==> src/rtl/relogio_pkg.sv <==
// Shared definitions for the clock's push-button front end: repeat FSM
// states, 50 MHz default timing and pad polarity.
package relogio_pkg;

    typedef enum logic [1:0] {
        SOLTO  = 2'b00,
        ESPERA = 2'b01,
        REPETE = 2'b10
    } rep_state_t;

    localparam int DEB_CYC_DEF    = 250000;
    localparam int REP_DELAY_DEF  = 25000000;
    localparam int REP_PERIOD_DEF = 5000000;
    localparam int ACTIVE_LOW_DEF = 1;

    // Counter width able to hold 0..n-1, never narrower than one bit.
    function automatic int cnt_w(input int n);
        return (n > 2) ? $clog2(n) : 1;
    endfunction

    function automatic int max_int(input int a, input int b);
        return (a > b) ? a : b;
    endfunction

endpackage

==> src/rtl/canal_botao.sv <==
// One button channel: two-flop synchroniser, debounce, registered press pulse
// and, when REPEAT_EN is set, hold-to-repeat pulses.
module canal_botao
    import relogio_pkg::*;
#(
    parameter int DEB_CYC    = DEB_CYC_DEF,
    parameter int REP_DELAY  = REP_DELAY_DEF,
    parameter int REP_PERIOD = REP_PERIOD_DEF,
    parameter bit REPEAT_EN  = 1'b0
) (
    input  logic clk,
    input  logic rst,
    input  logic pressed,
    output logic nivel,
    output logic pulse
);

    localparam int DW = cnt_w(DEB_CYC);
    localparam int TW = cnt_w(max_int(REP_DELAY, REP_PERIOD));
    localparam logic [DW-1:0] DEB_LAST    = DW'(DEB_CYC - 1);
    localparam logic [TW-1:0] DELAY_LAST  = TW'(REP_DELAY - 1);
    localparam logic [TW-1:0] PERIOD_LAST = TW'(REP_PERIOD - 1);

    logic          sync1_q, sync2_q;
    logic          estavel_q, estavel_d;
    logic          prev_q;
    logic [DW-1:0] cnt_q, cnt_d;
    rep_state_t    state_q, state_d;
    logic [TW-1:0] timer_q, timer_d;
    logic          pulse_q, pulse_d;
    logic          rise;

    assign rise  = estavel_q & ~prev_q;
    assign nivel = estavel_q;
    assign pulse = pulse_q;

    // Any sample agreeing with the accepted level restarts the count.
    always_comb begin
        estavel_d = estavel_q;
        cnt_d     = '0;
        if (sync2_q != estavel_q) begin
            if (cnt_q == DEB_LAST) begin
                estavel_d = sync2_q;
            end else begin
                cnt_d = cnt_q + 1'b1;
            end
        end
    end

    // Release takes priority over any timer match.
    always_comb begin
        state_d = state_q;
        timer_d = timer_q;
        pulse_d = 1'b0;
        if (!estavel_q) begin
            state_d = SOLTO;
            timer_d = '0;
        end else begin
            case (state_q)
                SOLTO: begin
                    if (rise) begin
                        pulse_d = 1'b1;
                        timer_d = '0;
                        if (REPEAT_EN) state_d = ESPERA;
                    end
                end
                ESPERA: begin
                    if (timer_q == DELAY_LAST) begin
                        pulse_d = 1'b1;
                        state_d = REPETE;
                        timer_d = '0;
                    end else begin
                        timer_d = timer_q + 1'b1;
                    end
                end
                REPETE: begin
                    if (timer_q == PERIOD_LAST) begin
                        pulse_d = 1'b1;
                        timer_d = '0;
                    end else begin
                        timer_d = timer_q + 1'b1;
                    end
                end
                default: begin
                    state_d = SOLTO;
                    timer_d = '0;
                end
            endcase
        end
    end

    always_ff @(posedge clk or negedge rst) begin
        if (!rst) begin
            sync1_q   <= 1'b0;
            sync2_q   <= 1'b0;
            estavel_q <= 1'b0;
            prev_q    <= 1'b0;
            cnt_q     <= '0;
            state_q   <= SOLTO;
            timer_q   <= '0;
            pulse_q   <= 1'b0;
        end else begin
            sync1_q   <= pressed;
            sync2_q   <= sync1_q;
            estavel_q <= estavel_d;
            prev_q    <= estavel_q;
            cnt_q     <= cnt_d;
            state_q   <= state_d;
            timer_q   <= timer_d;
            pulse_q   <= pulse_d;
        end
    end

endmodule

==> src/rtl/condiciona_botoes.sv <==
// Button front end for the clock: normalises pad polarity and feeds the mode
// button (no repeat) and the increment button (with repeat) channels.
module condiciona_botoes
    import relogio_pkg::*;
#(
    parameter int DEB_CYC    = DEB_CYC_DEF,
    parameter int REP_DELAY  = REP_DELAY_DEF,
    parameter int REP_PERIOD = REP_PERIOD_DEF,
    parameter int ACTIVE_LOW = ACTIVE_LOW_DEF
) (
    input  logic clk,
    input  logic rst,
    input  logic btn0_raw,
    input  logic btn1_raw,
    output logic btn0,
    output logic btn1,
    output logic btn0_nivel,
    output logic btn1_nivel
);

    localparam logic POL = (ACTIVE_LOW != 0);

    logic pressed0, pressed1;

    assign pressed0 = btn0_raw ^ POL;
    assign pressed1 = btn1_raw ^ POL;

    canal_botao #(
        .DEB_CYC   (DEB_CYC),
        .REP_DELAY (REP_DELAY),
        .REP_PERIOD(REP_PERIOD),
        .REPEAT_EN (1'b0)
    ) u_canal0 (
        .clk    (clk),
        .rst    (rst),
        .pressed(pressed0),
        .nivel  (btn0_nivel),
        .pulse  (btn0)
    );

    canal_botao #(
        .DEB_CYC   (DEB_CYC),
        .REP_DELAY (REP_DELAY),
        .REP_PERIOD(REP_PERIOD),
        .REPEAT_EN (1'b1)
    ) u_canal1 (
        .clk    (clk),
        .rst    (rst),
        .pressed(pressed1),
        .nivel  (btn1_nivel),
        .pulse  (btn1)
    );

endmodule

==> config.mk <==
export PLATFORM = sky130hd
export DESIGN_NAME = condiciona_botoes
export DESIGN_NICKNAME = d
export VERILOG_FILES = /design/src/rtl/relogio_pkg.sv /design/src/rtl/canal_botao.sv /design/src/rtl/condiciona_botoes.sv
export SDC_FILE = /design/constraint.sdc
export NUM_CORES = 1
export LEC_CHECK = 0
export CORE_MARGIN = 2
export CORE_UTILIZATION = 55
export DETAILED_ROUTE_END_ITERATION = 10
export PLACE_DENSITY_LB_ADDON = 0.05
export SYNTH_ARGS = -nofsm -noshare
export SYNTH_HDL_FRONTEND = slang
export SYNTH_SLANG_ARGS = --single-unit
==> constraint.sdc <==
create_clock -name clk -period 2.55 [get_ports clk]
set_input_delay 0.255 -clock clk [delete_from_list [all_inputs] [get_ports clk]]
set_output_delay 0.255 -clock clk [all_outputs]
set_load 0.02 [all_outputs]
==> run summary, run 1 <==
impl run done, here's what came out: CP startpoint u_canal1.timer_q[16]$_DFFE_PN0P_, Clk pwr share 42.8%, total negative slack 0 ps, Pleak 1.73 nW, Overflow after GRT 0, H-tree depth 3, Tool Warnings 30, FP Core Util 57.2%, switching pwr 0.481 mW, Mux area share 0.891%, clk_lat worst skew 350 ps, DIE HEIGHT 85.5 um, status complete, no violations, Crit path arrival time 2440 ps, largest net degree at the start of global routing 74, largest fanout on the critical path 22, invs w/o clock 9, dpl cell area 0.00382 mm^2, RSZ-0062 raised after global routing no, most frequent cell after synthesis dfrtp_1, max incr delay on CP 540 ps, WS Path Type register to register, most frequent logic cell in the layout dfrtp_1, CP Depth 6, sw frac 22.5%, max reg flops 25, crit path capture u_canal1.timer_q[1]$_DFFE_PN0P_, DP HPWL 4160 um, worst vdd rail ir drop 0.000331 V, Seq. cell area 0.00183 mm^2, # fillers 523, WL met3 162 um, TAP cells 77, clkbuf count 10, TritonCTS clock tree yes, port bufs 7, worst-margin pin slew 873 ps, # placed instances 439, met2 Use GR 30.3%, first-pass GRT wire length 11100 um, final tally of hold violations 0, Sinks on Clock Net 73, Hold WS 32.8 ps, Synth Area in XOR/XNOR 13.2%, #MultiIn Comb 269, Main logic family simple AND/OR/NAND/NOR gates, routability cong. 0.804, FFs w/ async S/R, synth 100%, P_comb 0.0471 mW, Max Freq 454 MHz, fin cells 455, period utilisation layout 86.4%, # DRC 0, met2 wire len 2940 um, Most Used Layer, Global Route met2, chip area 0.00731 mm^2, Die W 85.5 um, Top Consumer sequential cells, synthesized cell area 0.00365 mm^2, P_clk 0.917 mW, largest area contributor in the netlist dfrtp_1, YS chip area 0.00365 mm^2, Sequential Power 1.18 mW, Clock buffers and inverters, area share 5.10%, via count 2490, # setup viols final 0, Max Cap Viol 0, total chip power 2.14 mW, initial antenna violation count 0, Critical Path Sink Type register, Logic pwr share 2.2%, WL met1 3070 um, largest class sequential cells
Run 1, placed cells, one colour a class:
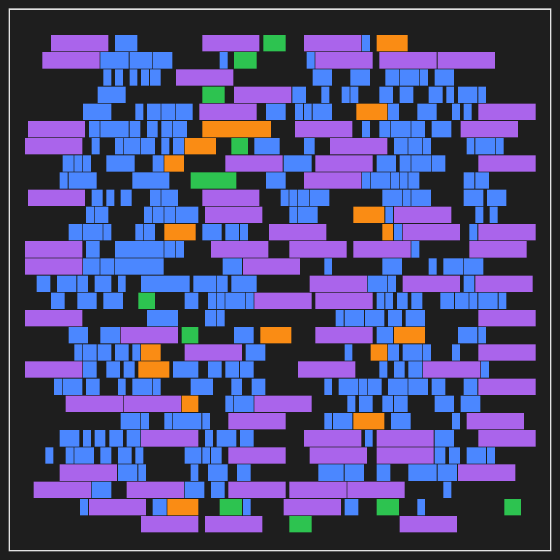
- green: remaining buffers and delay cells (cells 11; share of their area 2.8%)
- blue: remaining logic cells (cells 278; share of their area 45%)
- orange: clock drivers and dummy loads (cells 16; share of their area 5.2%)
- purple: registers (cells 73; share of their area 47%)
core footprint: 0.00639 mm^2
sequential share of cell area: 45.4%
num rows: 29

Run 1, routing congestion map:
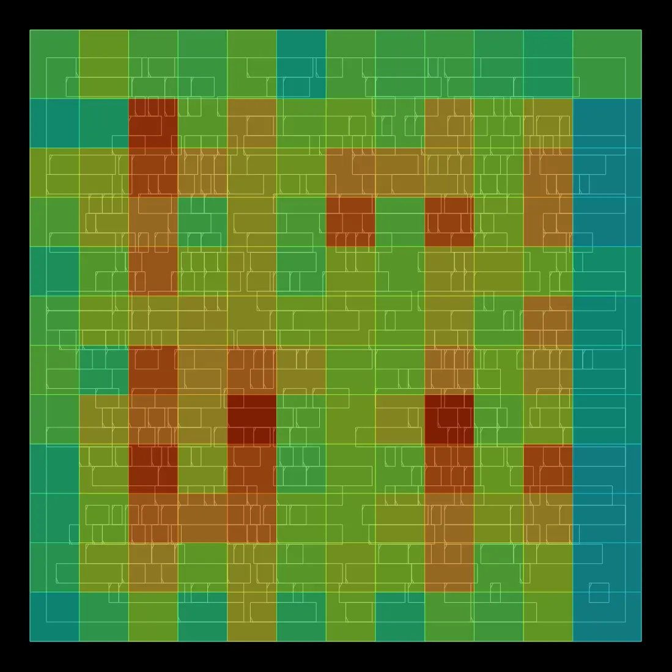
overall routing resource usage: 19.4%
met1 Use GR: 25.7%
Core Util, Final: 63.0%
GR met3 Demand/Resource: 4.14%

Run 1, signal metal coverage by tile:
Bar = 20 um. 17 x 17 tiles, from dark blue (low) to red (high), scaled to the fullest tile. Values are wire area over tile area, all layers added.
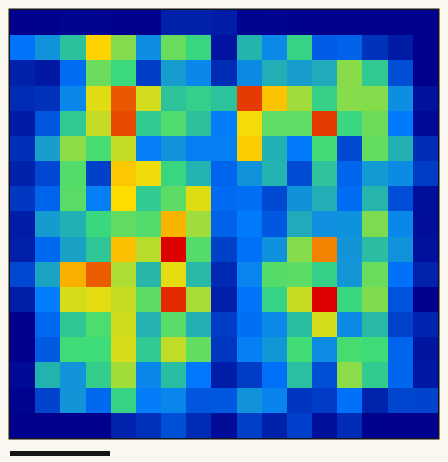
- tiles over half the peak: 26%
- fullest tile: 0.40
- mean over tiles: 0.13
- nearly empty tiles: 9.7%
WL final: 6310 um
detailed-route wire length per cell: 13.9 um

--- run 2 (diff from run 1) ---
--- a/config.mk
+++ b/config.mk
@@ -8,7 +8,9 @@
 export CORE_MARGIN = 2
 export CORE_UTILIZATION = 55
 export DETAILED_ROUTE_END_ITERATION = 10
+export GPL_ROUTABILITY_DRIVEN = 0
 export PLACE_DENSITY_LB_ADDON = 0.05
 export SYNTH_ARGS = -nofsm -noshare
 export SYNTH_HDL_FRONTEND = slang
 export SYNTH_SLANG_ARGS = --single-unit
+export TNS_END_PERCENT = 5
Run 2, signal metal coverage by tile:
Bar = 20 um. 17 x 17 tiles, from dark blue (low) to red (high), scaled to the fullest tile. Values are wire area over tile area, all layers added.
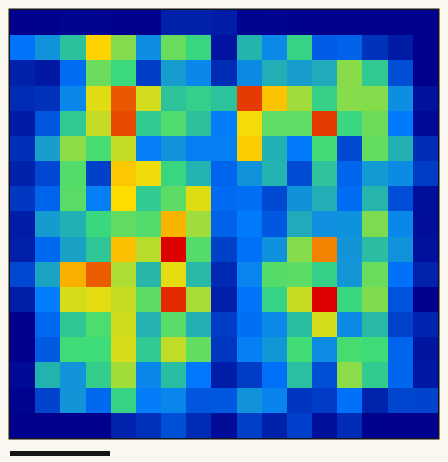
- mean over tiles: 0.13
- tiles over half the peak: 26%
- fullest tile: 0.40
via count: 2490

==> run summary, run 2 <==
impl run done, here's what came out: fin cells 455 (unchanged), Die W 85.5 um (unchanged), Setup WS pre-CTS 375 ps, Logic pwr share 2.2% (about the same), core footprint 0.00639 mm^2 (unchanged), H-tree depth 3 (unchanged), overall routing resource usage 19.4% (unchanged), period utilisation layout 86.4% (unchanged), # setup viols final 0 (unchanged), YS chip area 0.00365 mm^2 (unchanged), Overflow after GRT 0 (unchanged), TritonCTS clock tree yes, Max Freq 454 MHz (unchanged), synthesized cell area 0.00365 mm^2 (unchanged), CP startpoint u_canal1.timer_q[16]$_DFFE_PN0P_, largest fanout on the critical path 22 (unchanged), dpl cell area 0.00382 mm^2 (unchanged), clk_lat worst skew 350 ps (about the same), max reg flops 25 (unchanged), chip area 0.00731 mm^2 (unchanged), # fillers 523 (unchanged), P&R area growth vs syn 10.1%, WL met1 3070 um (unchanged), diodes inserted 0, worst r2r src u_canal1.timer_q[16]$_DFFE_PN0P_, largest net degree at the start of global routing 74 (unchanged), #MultiIn Comb 269 (unchanged), final tally of hold violations 0 (unchanged), worst-margin pin slew 873 ps (unchanged), and+or+nand+nor area frac 28.7%, Core Util, Final 63.0% (unchanged), # placed instances 439 (unchanged), Crit path arrival time 2440 ps (about the same), Max Cap Viol 0 (unchanged), Synth Area in XOR/XNOR 13.2% (unchanged), WL final 6310 um (unchanged), Tool Warnings 30 (unchanged), switching pwr 0.481 mW (unchanged), clkbuf count 10 (unchanged), met2 Use GR 30.3% (unchanged), share of layout cells above drive strength 1 10.6%, max incr delay on CP 540 ps (about the same), most frequent logic cell in the layout dfrtp_1, status complete, no violations, invs w/o clock 9 (unchanged), worst vdd rail ir drop 0.000331 V (unchanged), crit path capture u_canal1.timer_q[1]$_DFFE_PN0P_, total chip power 2.14 mW (unchanged), WS Path Type register to register, DP HPWL 4160 um (unchanged), DIE HEIGHT 85.5 um (unchanged), Hold WS 32.8 ps (unchanged), Mux area share 0.891% (unchanged), num rows 29 (unchanged), sequential share of cell area 45.4% (unchanged), TAP cells 77 (unchanged), GR met3 Demand/Resource 4.14% (unchanged), Critical Path Sink Type register, FFs w/ async S/R, synth 100% (unchanged), CTS resizes 0, Most Used Layer, Global Route met2, CP Depth 6 (unchanged), # DRC 0 (unchanged), initial antenna violation count 0 (unchanged), Top Consumer sequential cells, FP Core Util 57.2% (unchanged), Pleak 1.73 nW (unchanged), largest area contributor in the netlist dfrtp_1, Clk pwr share 42.8% (about the same), P_clk 0.917 mW (about the same), first-pass GRT wire length 11100 um (unchanged), met1 Use GR 25.7% (unchanged), largest class sequential cells, most frequent cell after synthesis dfrtp_1, Clock buffers and inverters, area share 5.10% (unchanged), sw frac 22.5% (unchanged), Sinks on Clock Net 73 (unchanged), port bufs 7 (unchanged), Main logic family simple AND/OR/NAND/NOR gates, RSZ-0062 raised after global routing no, total negative slack 0 ps (unchanged)
Run 2, placed cells, one colour a class:
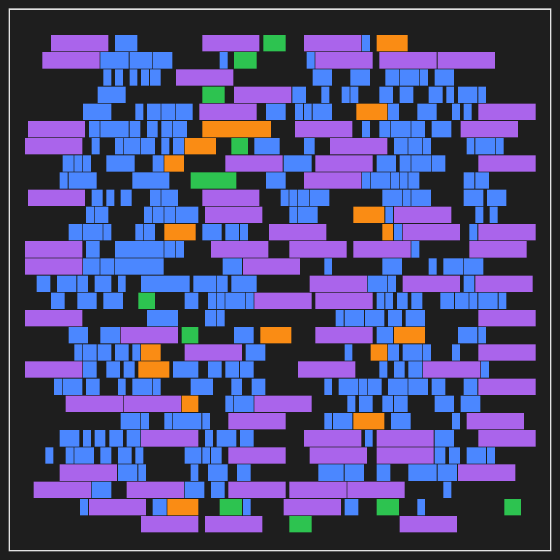

--- run 3 (diff from run 2) ---
--- a/config.mk
+++ b/config.mk
@@ -7,6 +7,7 @@
 export LEC_CHECK = 0
 export CORE_MARGIN = 2
 export CORE_UTILIZATION = 55
+export CTS_CLUSTER_SIZE = 12
 export DETAILED_ROUTE_END_ITERATION = 10
 export GPL_ROUTABILITY_DRIVEN = 0
 export PLACE_DENSITY_LB_ADDON = 0.05
==> constraint.sdc (replaced) <==
create_clock -name clk -period 1.9 [get_ports clk]
set_input_delay 0.19 -clock clk [delete_from_list [all_inputs] [get_ports clk]]
set_output_delay 0.19 -clock clk [all_outputs]
set_load 0.02 [all_outputs]
Run 3, placed cells, one colour a class:
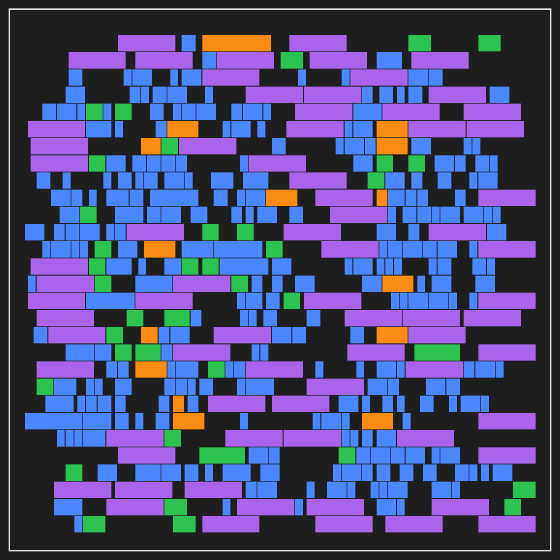
- blue: remaining logic cells (cells 278; share of their area 44%)
- orange: clock drivers and dummy loads (cells 15; share of their area 4.6%)
- green: remaining buffers and delay cells (cells 38; share of their area 8.0%)
- purple: registers (cells 73; share of their area 44%)
design area: 0.00427 mm^2
sequential share of cell area: 42.8%

==> run summary, run 3 <==
impl run done, here's what came out: status finished, violations left, failing checks setup timing, TAP cells 77 (unchanged), Hold WS 319 ps (+286 ps), crit path capture u_canal1.timer_q[24]$_DFFE_PN0P_, DIE HEIGHT 85.5 um (unchanged), # placed instances 464 (+5.7%), Logic pwr share 2.8% (+0.6 points), diodes inserted 0 (unchanged), sw frac 22.1% (-0.36 points), Critical Path Sink Type register, CP Depth 6 (unchanged), Main logic family simple AND/OR/NAND/NOR gates, fin cells 481 (+5.7%), DP HPWL 4750 um (+14%), P&R area growth vs syn 16.9%, worst r2r src u_canal1.timer_q[20]$_DFFE_PN0P_, TritonCTS clock tree yes, met2 Use GR 34.4% (+4.0 points), initial antenna violation count 0 (unchanged), Pleak 1.88 nW (+8.4%), Sinks on Clock Net 73 (unchanged), dpl cell area 0.00403 mm^2 (+5.6%), total negative slack -575 ps (-575 ps), Mux area share 0.891% (unchanged), P_clk 1.20 mW (+31%), largest net degree at the start of global routing 39 (-47%), largest area contributor in the netlist dfrtp_1, max reg flops 25 (unchanged), overall routing resource usage 21.1% (+1.7 points), Core Util, Final 66.9% (+3.9 points), largest fanout on the critical path 12 (-45%), and+or+nand+nor area frac 28.7% (unchanged), worst vdd rail ir drop 0.000573 V (+73%), WL final 6890 um (+9.2%), GR met3 Demand/Resource 3.37% (-0.77 points), port bufs 7 (unchanged), PnR worst setup slack -48.5 ps, Clock buffers and inverters, area share 4.54% (-0.56 points), # fillers 501 (-4.2%), CP startpoint u_canal1.timer_q[20]$_DFFE_PN0P_, worst-margin pin slew 476 ps (-397 ps), core footprint 0.00639 mm^2 (unchanged), num rows 29 (unchanged), WS Path Type register to register, # setup viols final 24 (+24), Die W 85.5 um (unchanged), clk_lat worst skew 350 ps (about the same), chip area 0.00731 mm^2 (unchanged)

==> screenshots <==
Cell area per tile.
Bar = 20 um. 9 x 9 tiles, from dark blue (low) to red (high), 0 to 100% covered.
shot_01.png
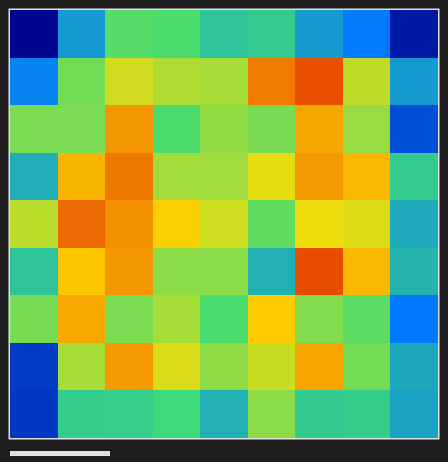
shot_02.png
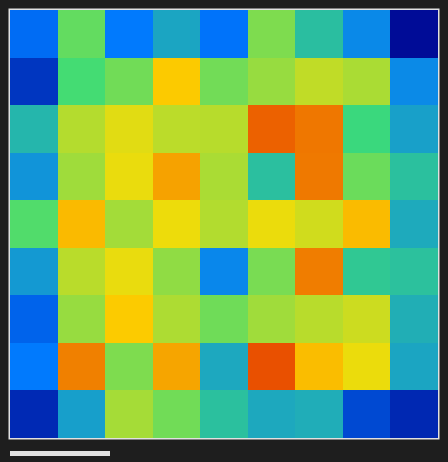
Run 3 is shot_01.png.
Run 1 is shot_02.png.

Key to shot_01.png:
- mean over tiles: 57%
- densest ninth of the die: left middle
- tiles over 75% full: 24%
- fullest tile: 91%
- nearly empty tiles: 1.2%

Power and IR drop assume default switching activity.
